**src/rtl/pwm_sdm_dac_stage.sv**
```systemverilog
// DAC output stage: scales incoming samples with saturation, buffers them in a small FIFO,
// and turns one sample per frame into a 1-bit PWM or first-order sigma-delta stream.
module pwm_sdm_dac_stage #(
  parameter int DATA_W     = 8,
  parameter int FIFO_DEPTH = 4
) (
  input  logic                          clk,
  input  logic                          rst,
  input  logic                          en,
  input  logic                          mode,
  input  logic [3:0]                    gain,
  input  logic [DATA_W-1:0]             s_data,
  input  logic                          s_valid,
  output logic                          s_ready,
  output logic                          dac_out,
  output logic                          frame_start,
  output logic [$clog2(FIFO_DEPTH):0]   fifo_level,
  output logic                          underrun,
  input  logic                          clr_underrun
);

  localparam int PTR_W = $clog2(FIFO_DEPTH);
  localparam int LVL_W = $clog2(FIFO_DEPTH) + 1;
  localparam logic [DATA_W-1:0] FRAME_LAST = {DATA_W{1'b1}} - DATA_W'(1);
  localparam logic [DATA_W-1:0] DUTY_RST   = DATA_W'(1) << (DATA_W - 1);
  localparam logic [LVL_W-1:0]  LVL_FULL   = LVL_W'(FIFO_DEPTH);

  logic [DATA_W-1:0] mem [FIFO_DEPTH];
  logic [PTR_W-1:0]  wr_ptr, rd_ptr;
  logic [LVL_W-1:0]  level;
  logic [DATA_W-1:0] cnt, acc, duty;
  logic              mode_q;

  logic [DATA_W+3:0] prod;
  logic [DATA_W+4:0] rounded;
  logic [DATA_W+1:0] shifted;
  logic [DATA_W-1:0] scaled;
  logic [DATA_W:0]   sdm_sum;
  logic              push, pop, boundary;

  // Q1.3 gain with round-half-up, saturated to full scale before storage.
  assign prod    = {4'b0000, s_data} * {{DATA_W{1'b0}}, gain};
  assign rounded = {1'b0, prod} + (DATA_W+5)'(4);
  assign shifted = rounded[DATA_W+4:3];
  assign scaled  = (|shifted[DATA_W+1:DATA_W]) ? {DATA_W{1'b1}} : shifted[DATA_W-1:0];

  // Valid/ready: a sample transfers on any edge where s_valid && s_ready. s_ready is derived
  // from the registered level only, so a full FIFO refuses data even on a pop edge.
  assign s_ready    = (level != LVL_FULL) && !rst;
  assign push       = s_valid && s_ready;
  assign boundary   = en && (cnt == FRAME_LAST);
  assign pop        = boundary && (level != '0);
  assign sdm_sum    = {1'b0, acc} + {1'b0, duty};
  assign fifo_level = level;

  always_ff @(posedge clk) begin
    if (push) mem[wr_ptr] <= scaled;
  end

  always_ff @(posedge clk) begin
    if (rst) begin
      wr_ptr      <= '0;
      rd_ptr      <= '0;
      level       <= '0;
      cnt         <= '0;
      acc         <= '0;
      duty        <= DUTY_RST;
      mode_q      <= 1'b0;
      dac_out     <= 1'b0;
      frame_start <= 1'b0;
      underrun    <= 1'b0;
    end else begin
      if (push) wr_ptr <= wr_ptr + PTR_W'(1);
      if (pop)  rd_ptr <= rd_ptr + PTR_W'(1);
      case ({push, pop})
        2'b10:   level <= level + LVL_W'(1);
        2'b01:   level <= level - LVL_W'(1);
        default: level <= level;
      endcase

      // A new underrun event outranks a coincident clear.
      if (boundary && (level == '0)) underrun <= 1'b1;
      else if (clr_underrun)         underrun <= 1'b0;

      if (en) begin
        cnt         <= boundary ? '0 : cnt + DATA_W'(1);
        frame_start <= (cnt == '0);
        dac_out     <= mode_q ? sdm_sum[DATA_W] : (cnt < duty);
        if (mode_q) acc <= sdm_sum[DATA_W-1:0];
        if (boundary) begin
          if (pop) duty <= mem[rd_ptr];
          mode_q <= mode;
          if (mode != mode_q) acc <= '0;
        end
      end else begin
        dac_out     <= 1'b0;
        frame_start <= 1'b0;
      end
    end
  end

endmodule

```
**config.mk**
```make
export PLATFORM = sky130hd
export DESIGN_NAME = pwm_sdm_dac_stage
export DESIGN_NICKNAME = d
export VERILOG_FILES = /design/src/rtl/pwm_sdm_dac_stage.sv
export SDC_FILE = /design/constraint.sdc
export NUM_CORES = 1
export LEC_CHECK = 0
export CAP_MARGIN = 0
export CORE_MARGIN = 1.5
export CORE_UTILIZATION = 54
export CTS_CLUSTER_SIZE = 16
export DETAILED_ROUTE_END_ITERATION = 6
export HOLD_SLACK_MARGIN = 0.08
export PLACE_DENSITY = 0.76
export REMOVE_ABC_BUFFERS = 1
export SLEW_MARGIN = 20
export SYNTH_ARGS = -nofsm -noshare
export SYNTH_HDL_FRONTEND = slang
export SYNTH_SLANG_ARGS = --single-unit
```
**constraint.sdc**
```tcl
create_clock -name clk -period 3.5 [get_ports clk]
set_input_delay 0.525 -clock clk [delete_from_list [all_inputs] [get_ports clk]]
set_output_delay 0.525 -clock clk [all_outputs]
set_load 0.03 [all_outputs]
```
Figure 1. Routed metal per tile.
Scale: 4 px per micron. The die is cut into 18 by 18 equal tiles; dark blue is low, red is high, scaled to the fullest tile. Values are wire area over tile area, all layers added.
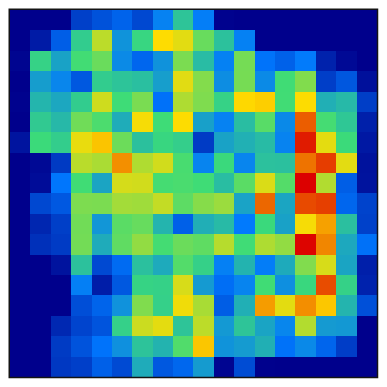
tiles over half the peak: 32%
nearly empty tiles: 16%
emptiest ninth of the die: lower left
DRT Wirelength: 8630 microns
gr usage total: 0.226

Figure 2. Routed metal, one colour a layer.
Scale: 4 px per micron. Two of the layers only.
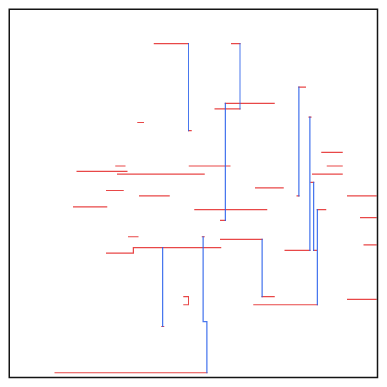
| layer | colour | wire length |
|---|---|---|
| met3 | red | 276 microns |
| met4 | blue | 238 microns |

==> out/results.ini <==
[setup_path]
cp_slowest_cell=fa_2
reg2reg_to=fifo_level[2]$_SDFFE_PP0P_
setup.worst_path.class=primary input to flip-flop
reg2reg_slack_ns=0.71
crit_arrival_ns=3.60
startpoint_type=primary input
cp-startpoint=s_data[5]
crit_top_cell=fa_2
critPathCapture=mem[3][6]$_DFFE_PP_

[route]
route.met2.wl_microns=4440
wire_per_inst_microns=15.4
drt-initial-drc-count=130
wl_met1_microns=3670

[clock_tree]
postCtsSetupBuffers=1
post_cts_resized=57
tritoncts=yes
path_clk_slew_ns=0.08
cts_hold_buffers=0
clk_latency_ns=0.35
clock-sinks=67

[floorplan]
die.size.y_microns=91.7

[placed_design]
place_area_sq_um=4740
dp_slack_ns=-0.977
dp_hpwl_microns=6220
portBuffers=24

[synthesis]
synth-area-yosys_sq_um=4250
numSynthFlops=67
top_area_frac=0.226
top_cell=ha_1
adder_share=0.206
aoi_share=0.121
ys.warnings.count=0
yosysTopAreaCell=edfxtp_1
ys_sh_mux=0.0448

[worst_hold_path]
min-delay-start=acc[4]$_SDFFE_PP0P_
min_delay_worst_endpoint=acc[4]$_SDFFE_PP0P_

[final_timing]
worstMarginPinSlew_ns=0.641
fmax_mhz=293
hold_viol_final=0
setup_violations=0
tns_ns=0
period_minus_slack_ns=3.41

[cells_and_area]
drive_above_1_share=0.224
combGateArea_sq_um=2590
design_area_sq_um=5130

[global_route]
gr-max-usage-layer=met2

[outcome]
status=complete, no violations

critical path, delay by kind of cell:
kind	cells	cell delay (ns)
AND-OR/OR-AND	4	0.66
adder cells (fa/ha/maj)	4	1.57
buffers and inverters	2	0.43
AND/OR/NAND/NOR	2	0.41
area by class of cell:
type / instances / share of cell area
Inverter: 25 / 0.0193
Clock buffer: 9 / 0.0242
Timing Repair Buffer: 53 / 0.0869
Multi-Input combinational cell: 299 / 0.505
Clock inverter: 7 / 0.0151
Sequential cell: 67 / 0.324
Tap cell: 102 / 0.0249
cells by family after synthesis:
| kind of cell | count (synthesis) |
|---|---|
| compound gates | 81 |
| xor+xnor | 15 |
| mux | 9 |
| simple gates | 133 |
| fa+ha+maj | 61 |
| flops | 67 |
| buf+inv | 34 |
metrics by stage:
step,instances,power (W)
floorplan,391,0.00120
global placement,545,0.00138
detailed placement,545,0.00140
CTS,562,0.00213
global route,562,0.00228
finish,562,0.00217
sequential cells by signal (all words and copies together) (netlist names), 2 cells and up:
register / flops
mem: 32
acc: 8
cnt: 8
duty: 8
fifo_level: 3
rd_ptr: 2
wr_ptr: 2
layout by cell type (no fill, tap or decap), drive strengths merged, types with 8 or more instances in the layout:
| master | n |
|---|---|
| buf | 33 |
| dfxtp | 35 |
| mux4 | 8 |
| o21ai | 16 |
| inv | 26 |
| and2 | 25 |
| nor2 | 21 |
| ha | 46 |
| xor2 | 10 |
| nor3 | 13 |
| a21oi | 27 |
| clkdlybuf4s50 | 12 |
| nand2 | 34 |
| fa | 15 |
| clkbuf | 12 |
| edfxtp | 32 |
report_power, final:
part           switching, W  leakage [nW]  internal (W)
registers         0.0000117         0.574      0.000903
logic              0.000299          1.41      0.000303
clock network      0.000318        0.0881      0.000332
Power is estimated from default activity; no workload was simulated.
